==> src/rtl/muldiv_pkg.sv <==
// Shared RV32M multiply/divide definitions: funct3-encoded opcodes and decode helpers.
package muldiv_pkg;

    typedef enum logic [2:0] {
        OP_MUL    = 3'b000,
        OP_MULH   = 3'b001,
        OP_MULHSU = 3'b010,
        OP_MULHU  = 3'b011,
        OP_DIV    = 3'b100,
        OP_DIVU   = 3'b101,
        OP_REM    = 3'b110,
        OP_REMU   = 3'b111
    } muldiv_op_t;

    function automatic logic is_div(muldiv_op_t op);
        return op[2];
    endfunction

    function automatic logic is_signed_a(muldiv_op_t op);
        return op inside {OP_MUL, OP_MULH, OP_MULHSU, OP_DIV, OP_REM};
    endfunction

    function automatic logic is_signed_b(muldiv_op_t op);
        return op inside {OP_MUL, OP_MULH, OP_DIV, OP_REM};
    endfunction

    function automatic logic wants_high(muldiv_op_t op);
        return op inside {OP_MULH, OP_MULHSU, OP_MULHU};
    endfunction

endpackage

==> src/rtl/ex_muldiv_unit_if.sv <==
// Request/result bundle between the EX stage (master) and the multiply/divide engine (slave).
interface ex_muldiv_unit_if
    import muldiv_pkg::*;
#(
    parameter int XLEN  = 32,
    parameter int TAG_W = 5
);
    logic             start;
    muldiv_op_t       op;
    logic [XLEN-1:0]  a;
    logic [XLEN-1:0]  b;
    logic [TAG_W-1:0] tag_in;
    logic             flush;
    logic             busy;
    logic             stall_req;
    logic             done;
    logic [XLEN-1:0]  result;
    logic [TAG_W-1:0] tag_out;

    modport master (
        output start, op, a, b, tag_in, flush,
        input  busy, stall_req, done, result, tag_out
    );

    modport slave (
        input  start, op, a, b, tag_in, flush,
        output busy, stall_req, done, result, tag_out
    );
endinterface

==> src/rtl/muldiv_step.sv <==
// One combinational iteration: shift-add multiply step or restoring divide step on the {hi, lo} pair.
module muldiv_step #(
    parameter int XLEN = 32
) (
    input  logic            is_div,
    input  logic [XLEN-1:0] hi,
    input  logic [XLEN-1:0] lo,
    input  logic [XLEN-1:0] opnd,
    output logic [XLEN-1:0] hi_nx,
    output logic [XLEN-1:0] lo_nx
);
    logic [XLEN:0] sum;
    logic [XLEN:0] shl;
    logic [XLEN:0] diff;

    always_comb begin
        sum  = {1'b0, hi} + (lo[0] ? {1'b0, opnd} : '0);
        shl  = {hi, lo[XLEN-1]};
        diff = shl - {1'b0, opnd};
        if (is_div) begin
            // Remainder stays below the divisor, so the top bit of diff is a clean borrow flag.
            if (!diff[XLEN]) begin
                hi_nx = diff[XLEN-1:0];
                lo_nx = {lo[XLEN-2:0], 1'b1};
            end else begin
                hi_nx = shl[XLEN-1:0];
                lo_nx = {lo[XLEN-2:0], 1'b0};
            end
        end else begin
            hi_nx = sum[XLEN:1];
            lo_nx = {sum[0], lo[XLEN-1:1]};
        end
    end
endmodule

==> src/rtl/ex_muldiv_unit.sv <==
// Iterative RV32M multiply/divide engine beside the EX-stage ALU; stalls the pipe while iterating.
module ex_muldiv_unit
    import muldiv_pkg::*;
#(
    parameter int XLEN   = 32,
    parameter int UNROLL = 1,
    parameter int TAG_W  = 5
) (
    input logic               clk,
    input logic               rst_n,
    ex_muldiv_unit_if.slave   io
);
    localparam int N     = XLEN / UNROLL;
    localparam int CNT_W = (N > 1) ? $clog2(N) : 1;
    localparam logic [XLEN-1:0] MIN_NEG = {1'b1, {(XLEN-1){1'b0}}};

    typedef enum logic [1:0] {S_IDLE, S_CALC, S_FIX, S_DONE} state_t;

    state_t           state, state_nx;
    muldiv_op_t       op_q;
    logic [TAG_W-1:0] tag_q;
    logic             sign_a_q, sign_b_q;
    logic [XLEN-1:0]  hi_q, lo_q, opnd_q, result_q;
    logic [CNT_W-1:0] cnt;

    logic             sa, sb, div_zero, ovf, fast;
    logic [XLEN-1:0]  abs_a, abs_b, fast_res;
    logic [2*XLEN-1:0] prod_mag, prod_fix;
    logic [XLEN-1:0]  quot_fix, rem_fix, fix_res;
    logic             res_neg, accept;

    logic [XLEN-1:0]  hi_ch [UNROLL+1];
    logic [XLEN-1:0]  lo_ch [UNROLL+1];

    assign hi_ch[0] = hi_q;
    assign lo_ch[0] = lo_q;

    for (genvar g = 0; g < UNROLL; g++) begin : g_step
        muldiv_step #(.XLEN(XLEN)) u_step (
            .is_div (is_div(op_q)),
            .hi     (hi_ch[g]),
            .lo     (lo_ch[g]),
            .opnd   (opnd_q),
            .hi_nx  (hi_ch[g+1]),
            .lo_nx  (lo_ch[g+1])
        );
    end

    // Operand capture and the single-edge fast path for divide-by-zero and signed overflow.
    always_comb begin
        sa       = is_signed_a(io.op) & io.a[XLEN-1];
        sb       = is_signed_b(io.op) & io.b[XLEN-1];
        abs_a    = sa ? -io.a : io.a;
        abs_b    = sb ? -io.b : io.b;
        div_zero = (io.b == '0);
        ovf      = (io.op inside {OP_DIV, OP_REM}) && (io.a == MIN_NEG) && (io.b == '1);
        fast     = is_div(io.op) && (div_zero || ovf);
        if (div_zero) fast_res = (io.op inside {OP_REM, OP_REMU}) ? io.a : '1;
        else          fast_res = (io.op inside {OP_REM, OP_REMU}) ? '0 : io.a;
        accept   = (state == S_IDLE) && io.start && !io.flush;
    end

    // Sign correction and high/low select on the finished magnitudes.
    always_comb begin
        res_neg  = sign_a_q ^ sign_b_q;
        prod_mag = {hi_q, lo_q};
        prod_fix = res_neg ? -prod_mag : prod_mag;
        quot_fix = res_neg ? -lo_q : lo_q;
        rem_fix  = sign_a_q ? -hi_q : hi_q;
        if (is_div(op_q))
            fix_res = (op_q inside {OP_REM, OP_REMU}) ? rem_fix : quot_fix;
        else
            fix_res = wants_high(op_q) ? prod_fix[2*XLEN-1:XLEN] : prod_fix[XLEN-1:0];
    end

    always_ff @(posedge clk or negedge rst_n) begin
        if (!rst_n) state <= S_IDLE;
        else        state <= state_nx;
    end

    always_comb begin
        state_nx     = state;
        io.busy      = (state != S_IDLE);
        io.stall_req = accept || (state == S_CALC) || (state == S_FIX);
        io.done      = (state == S_DONE);
        io.result    = result_q;
        io.tag_out   = tag_q;
        if (io.flush) begin
            state_nx = S_IDLE;
        end else begin
            case (state)
                S_IDLE:  if (io.start) state_nx = fast ? S_DONE : S_CALC;
                S_CALC:  if (cnt == '0) state_nx = S_FIX;
                S_FIX:   state_nx = S_DONE;
                default: state_nx = S_IDLE;
            endcase
        end
    end

    always_ff @(posedge clk or negedge rst_n) begin
        if (!rst_n) begin
            op_q     <= OP_MUL;
            tag_q    <= '0;
            sign_a_q <= 1'b0;
            sign_b_q <= 1'b0;
            hi_q     <= '0;
            lo_q     <= '0;
            opnd_q   <= '0;
            result_q <= '0;
            cnt      <= '0;
        end else begin
            case (state)
                S_IDLE: if (accept) begin
                    op_q     <= io.op;
                    tag_q    <= io.tag_in;
                    sign_a_q <= sa;
                    sign_b_q <= sb;
                    hi_q     <= '0;
                    lo_q     <= abs_a;
                    opnd_q   <= abs_b;
                    cnt      <= CNT_W'(N - 1);
                    if (fast) result_q <= fast_res;
                end
                S_CALC: begin
                    hi_q <= hi_ch[UNROLL];
                    lo_q <= lo_ch[UNROLL];
                    cnt  <= cnt - 1'b1;
                end
                S_FIX:   result_q <= fix_res;
                default: ;
            endcase
        end
    end
endmodule

==> src/flat_wrapper.sv <==
// flat-port wrapper written by rule: the top's interface ports become plain ports
module ex_muldiv_unit_flat import muldiv_pkg::*;
#(
    parameter int XLEN   = 32,
    parameter int UNROLL = 1,
    parameter int TAG_W  = 5
)
  (clk, rst_n, io_start, io_op, io_a, io_b, io_tag_in, io_flush, io_busy, io_stall_req, io_done, io_result, io_tag_out);
  ex_muldiv_unit_if #(.XLEN(XLEN), .TAG_W(TAG_W)) io_i ();
  input logic clk;
  input logic rst_n;
  input wire logic [$bits(io_i.start)-1:0] io_start;
  input wire logic [$bits(io_i.op)-1:0] io_op;
  input wire logic [$bits(io_i.a)-1:0] io_a;
  input wire logic [$bits(io_i.b)-1:0] io_b;
  input wire logic [$bits(io_i.tag_in)-1:0] io_tag_in;
  input wire logic [$bits(io_i.flush)-1:0] io_flush;
  output wire logic [$bits(io_i.busy)-1:0] io_busy;
  output wire logic [$bits(io_i.stall_req)-1:0] io_stall_req;
  output wire logic [$bits(io_i.done)-1:0] io_done;
  output wire logic [$bits(io_i.result)-1:0] io_result;
  output wire logic [$bits(io_i.tag_out)-1:0] io_tag_out;
  assign io_i.start = io_start;
  assign io_i.op = io_op;
  assign io_i.a = io_a;
  assign io_i.b = io_b;
  assign io_i.tag_in = io_tag_in;
  assign io_i.flush = io_flush;
  assign io_busy = io_i.busy;
  assign io_stall_req = io_i.stall_req;
  assign io_done = io_i.done;
  assign io_result = io_i.result;
  assign io_tag_out = io_i.tag_out;
  ex_muldiv_unit #(.XLEN(XLEN), .UNROLL(UNROLL), .TAG_W(TAG_W)) u_core (.clk(clk), .rst_n(rst_n), .io(io_i));
endmodule
==> config.mk <==
export PLATFORM = sky130hd
export DESIGN_NAME = ex_muldiv_unit_flat
export DESIGN_NICKNAME = d
export VERILOG_FILES = /design/src/rtl/muldiv_pkg.sv /design/src/rtl/ex_muldiv_unit_if.sv /design/src/rtl/muldiv_step.sv /design/src/rtl/ex_muldiv_unit.sv /design/src/flat_wrapper.sv
export SDC_FILE = /design/constraint.sdc
export NUM_CORES = 1
export LEC_CHECK = 0
export CORE_ASPECT_RATIO = 1.4
export CORE_MARGIN = 2
export CORE_UTILIZATION = 44
export DETAILED_ROUTE_END_ITERATION = 6
export PLACE_DENSITY = 0.7
export SYNTH_ARGS = -nofsm -noshare
export SYNTH_HDL_FRONTEND = slang
export SYNTH_SLANG_ARGS = --single-unit
==> constraint.sdc <==
create_clock -name clk -period 8.8 [get_ports clk]
set_input_delay 2.2 -clock clk [delete_from_list [all_inputs] [get_ports clk]]
set_output_delay 2.2 -clock clk [all_outputs]
set_load 0.01 [all_outputs]
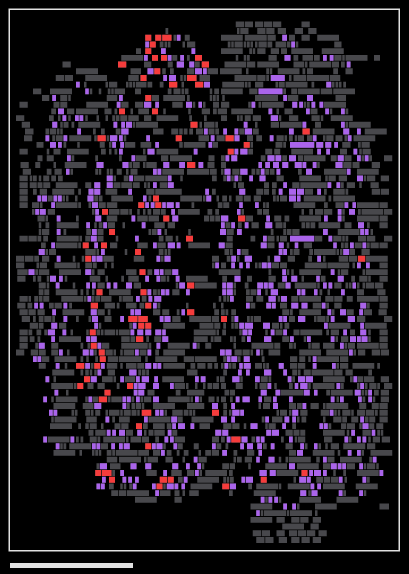
*Selected gate families*
Bar = 50 µm.
- purple: aoi and oai cells (cells 574)
- red: non-inverting ao/oa cells (cells 77)

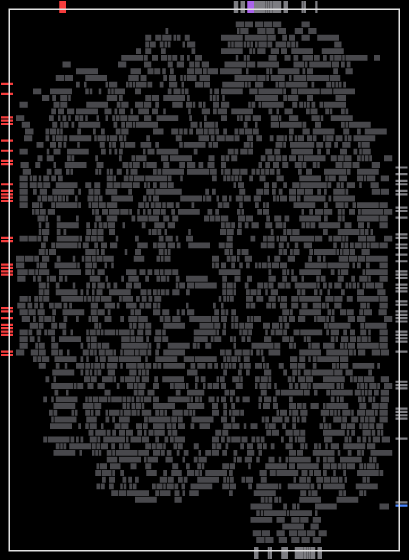
*Pin placement*
Pins as bars across the die edge, other pins in gray.
- purple: io_op (pins 3; direction input; edge top)
- blue: rst_n (pins 1; direction input; edge right)
- red: io_b (pins 32; direction input; edge 29 left, 3 top)
- all pins by edge: 42 right, 29 left, 27 top, 18 bottom

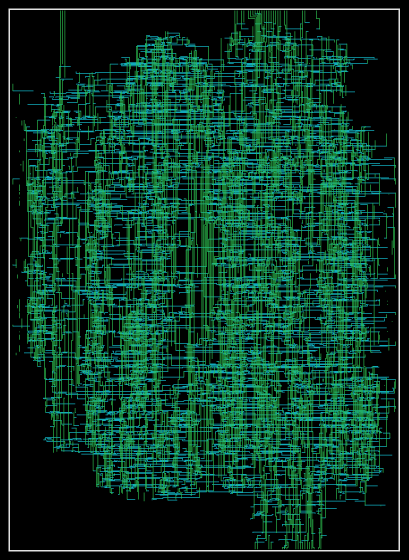
*Routed metal, one color a layer*
Only two layers are drawn.
- cyan: M1 (wire length 19700 µm)
- green: M2 (wire length 24.0 mm)

==> flow_summary.toml <==
# synthesis and place-and-route metrics
[yosys]
ys_warn_count = 0
netlist.area_leader.share = 0.249
edf_count = 0
synth_cell_type_count = 76
ys_cells = 1952
yosysTopAreaCell = "dfrtp_1"
async_flop_share = 1.00
syn-num-nets = 2105
ys_ff = 145
synth_seq_share = 0.249
synth.top_cells.by_count = "nand2_1 (234), o21ai_0 (211), nor2_1 (164)"
ys.flop_type = "dfrtp_1"
synth_area_mm2 = 0.0146
syn_inst = 1952
syn-mean-instance-area_um2 = 7.47
synth_top_cell_by_count = "nand2_1"
top_cells_by_area = "dfrtp_1 (25%), o21ai_0 (7.2%), ha_1 (6.4%), nand2_1 (6.0%), xnor2_1 (5.5%)"
ys_area_mm2 = 0.0146

[clock_network]
clk_pin_slew_ns = 0.06
cts_setup_buffers = 0
clkSinkCount = 145
clock_path_buffers = 2
hold_buffers = 0
cts_tree = "done"
cts-root-buf = "clkbuf_16"
numCtsBuffers = 17
ctsResizeCount = 0
htreeDepth = 4
clkLatencyLatePin_ns = 0.46

[routing]
routedWlPerCell_um = 20.0
drc = 4
vias = 14800
drtIter0Drc = 1306
dr.pass1.iters = 7
via_per_inst = 6.11
ant_nets = 0
drt-total-wl_um = 48500

[power_and_ir_drop]
p_leak_nw = 7.21
power_mw = 7.48
peakVddDrop_mv = 0.189
power_density_mw_per_mm2 = 450

[final_timing]
fin_crit_ns = 6.33
finalCritPeriodShare = 0.719
final_max_slew_viol_count = 0
final-hold-violation-count = 0
slew-limit-headroom = 0.142
tightest_slew_ns = 1.28
setup_violations = 0
max_freq_ghz = 0.158
skew_ns = 0.00910
setup_tns_ns = 0
rsz0062_at_grt = "false"
whs_ns = 0.475

[floorplanning]
die_x_um = 158
core-area_mm2 = 0.0325
fp_util = 0.449
io-pin-count = 116
num_rows = 78
fp.dieH_um = 219
chip_area_mm2 = 0.0346

[setup_path]
critPathRequiredTime_ns = 6.60
path_max_fanout = 12
cpMostUsedCell = "clkdlybuf4s50_1"
critPathCaptureType = "primary output"
crit_path_start_kind = "input port"
max_stage_delay_ns = 0.70
cp_slowest_cell = "nor3b_2"
cp.arrival_ns = 4.13
path_cells = "clkdlybuf4s50_1 > nor3b_2 > or3_1 > clkdlybuf4s50_1"
path_class = "in -> out"

[global_routing]
antenna_found_initial = 1
grt_max_degree = 95
grt_pass1_wl_um = 76600
grt_pass1_vias = 14300
grt_overflow_total = 0
track_usage = 0.282

[outcome]
failed_checks = "DRC"
outcome = "finished, violations left"

[hold_path]
hold_path_class = "reg -> reg"

[finish]
drive_above_1_share = 0.0393
area_delta_synth_final_pct = 13.9
final_net_count = 2125
n_antenna_cell = 0
stdcell_count = 2425

[flow_run]
maxCapViolCount = 0
warnings = 31

[placement]
hpwl_um = 36200
dp.cells = 2393
io_buffer_count = 115
place.gp.congestion = 0.962
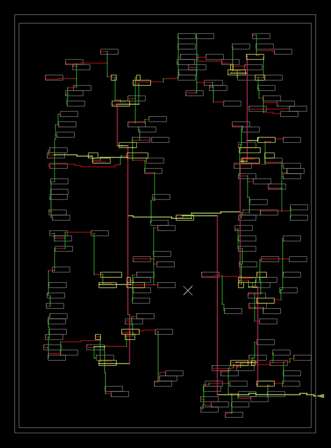
*Clock wiring as the flow saved it*
flop count: 145
Clk power: 0.787 mW
Clock buffer cells: 23

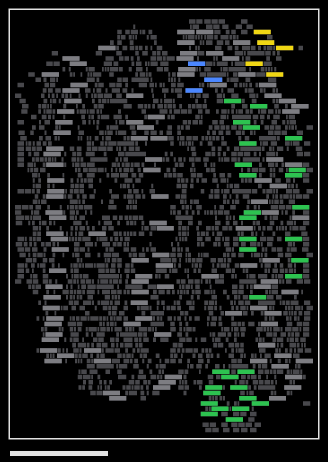
*Sequential cells colored by netlist name*
Bar = 50 µm. Other sequential cells in the stronger gray, the rest of the logic in the fainter gray.
- yellow: u_core.cnt (sequential cells 5; where top right)
- green: u_core.io.result (sequential cells 32)
- blue: u_core.op_q (sequential cells 3)

[per-stage QoR]
stage / cell area, µm² / utilization / worst slack [ns]
finish: 16600 / 0.511 / 2.47
global route: 16600 / 0.511 / 2.40
CTS: 16600 / 0.511 / 2.47
detailed placement: 16000 / 0.492 / 2.24
global placement: 16000 / 0.492 / 2.36
floorplan: 14600 / - / 3.63
[placed cells by master (no fill, tap or decap), types with 73 or more instances in the layout]
cell type	count
a21oi_1	155
clkdlybuf4s50_1	114
dfrtp_1	144
ha_1	74
inv_1	73
nand2_1	234
nor2_1	161
o21ai_0	210
xnor2_1	91
xor2_1	86
[final cells by class]
cell class,instances,area [µm²]
clock buffers,23,498
clock inverters,9,128
fillers,3150,15900
inverters,73,274
multi-input cells,1600,10200
flip-flops and latches,145,3630
well taps,440,551
repair buffers,135,1300
[state kept, by name (all words and copies together) (netlist names)]
name,flops
u_core.sign_a_q,1
u_core.cnt,5
u_core.sign_b_q,1
u_core.io.tag_out,5
u_core.op_q,3
u_core.lo_q,32
u_core.hi_q,32
u_core.opnd_q,32
u_core.io.result,32
u_core.state,2
[cell families after synthesis]
| logic type | count (synthesis) | synth area share |
|---|---|---|
| AND-OR/OR-AND | 651 | 0.281 |
| XOR/XNOR | 179 | 0.108 |
| adder cells (fa/ha/maj) | 86 | 0.0733 |
| buffers and inverters | 207 | 0.0539 |
| flip-flops | 145 | 0.249 |
| multiplexers | 47 | 0.0324 |
| AND/OR/NAND/NOR | 637 | 0.203 |
[final timing paths]
kind / startpoint / to / slack, ns / depth (start not counted)
max: io_start / io_stall_req / 2.47 / 4
min: u_core.io.result[17] / u_core.io.result[17] / 0.47 / 2
max reg2reg: u_core.lo_q[0] / u_core.hi_q[29] / 4.12 / 13
min reg2reg: u_core.io.result[17] / u_core.io.result[17] / 0.47 / 2
max in group asynchronous: rst_n / u_core.op_q[2] / 5.64 / 2
min in group asynchronous: rst_n / u_core.lo_q[2] / 1.84 / 1
[worst max-delay path, delay by kind of cell]
family / cells / cell delay [ns]
buffers and inverters: 2 / 1.03
AND/OR/NAND/NOR: 2 / 0.90
[where the power goes]
group | switching, mW | internal [mW] | total (mW)
Clock | 0.305 | 0.482 | 0.787
Combinational | 3.20 | 2.01 | 5.21
Sequential | 0.520 | 0.967 | 1.49
[metal layers]
layer,track usage,part of all wire
met3,0.0359,0.055
met2,0.489,0.50
met1,0.339,0.41
met4,0.142,0.042
met5,0,0.00027
No activity file was given, so power comes from the tool's default toggle rates.
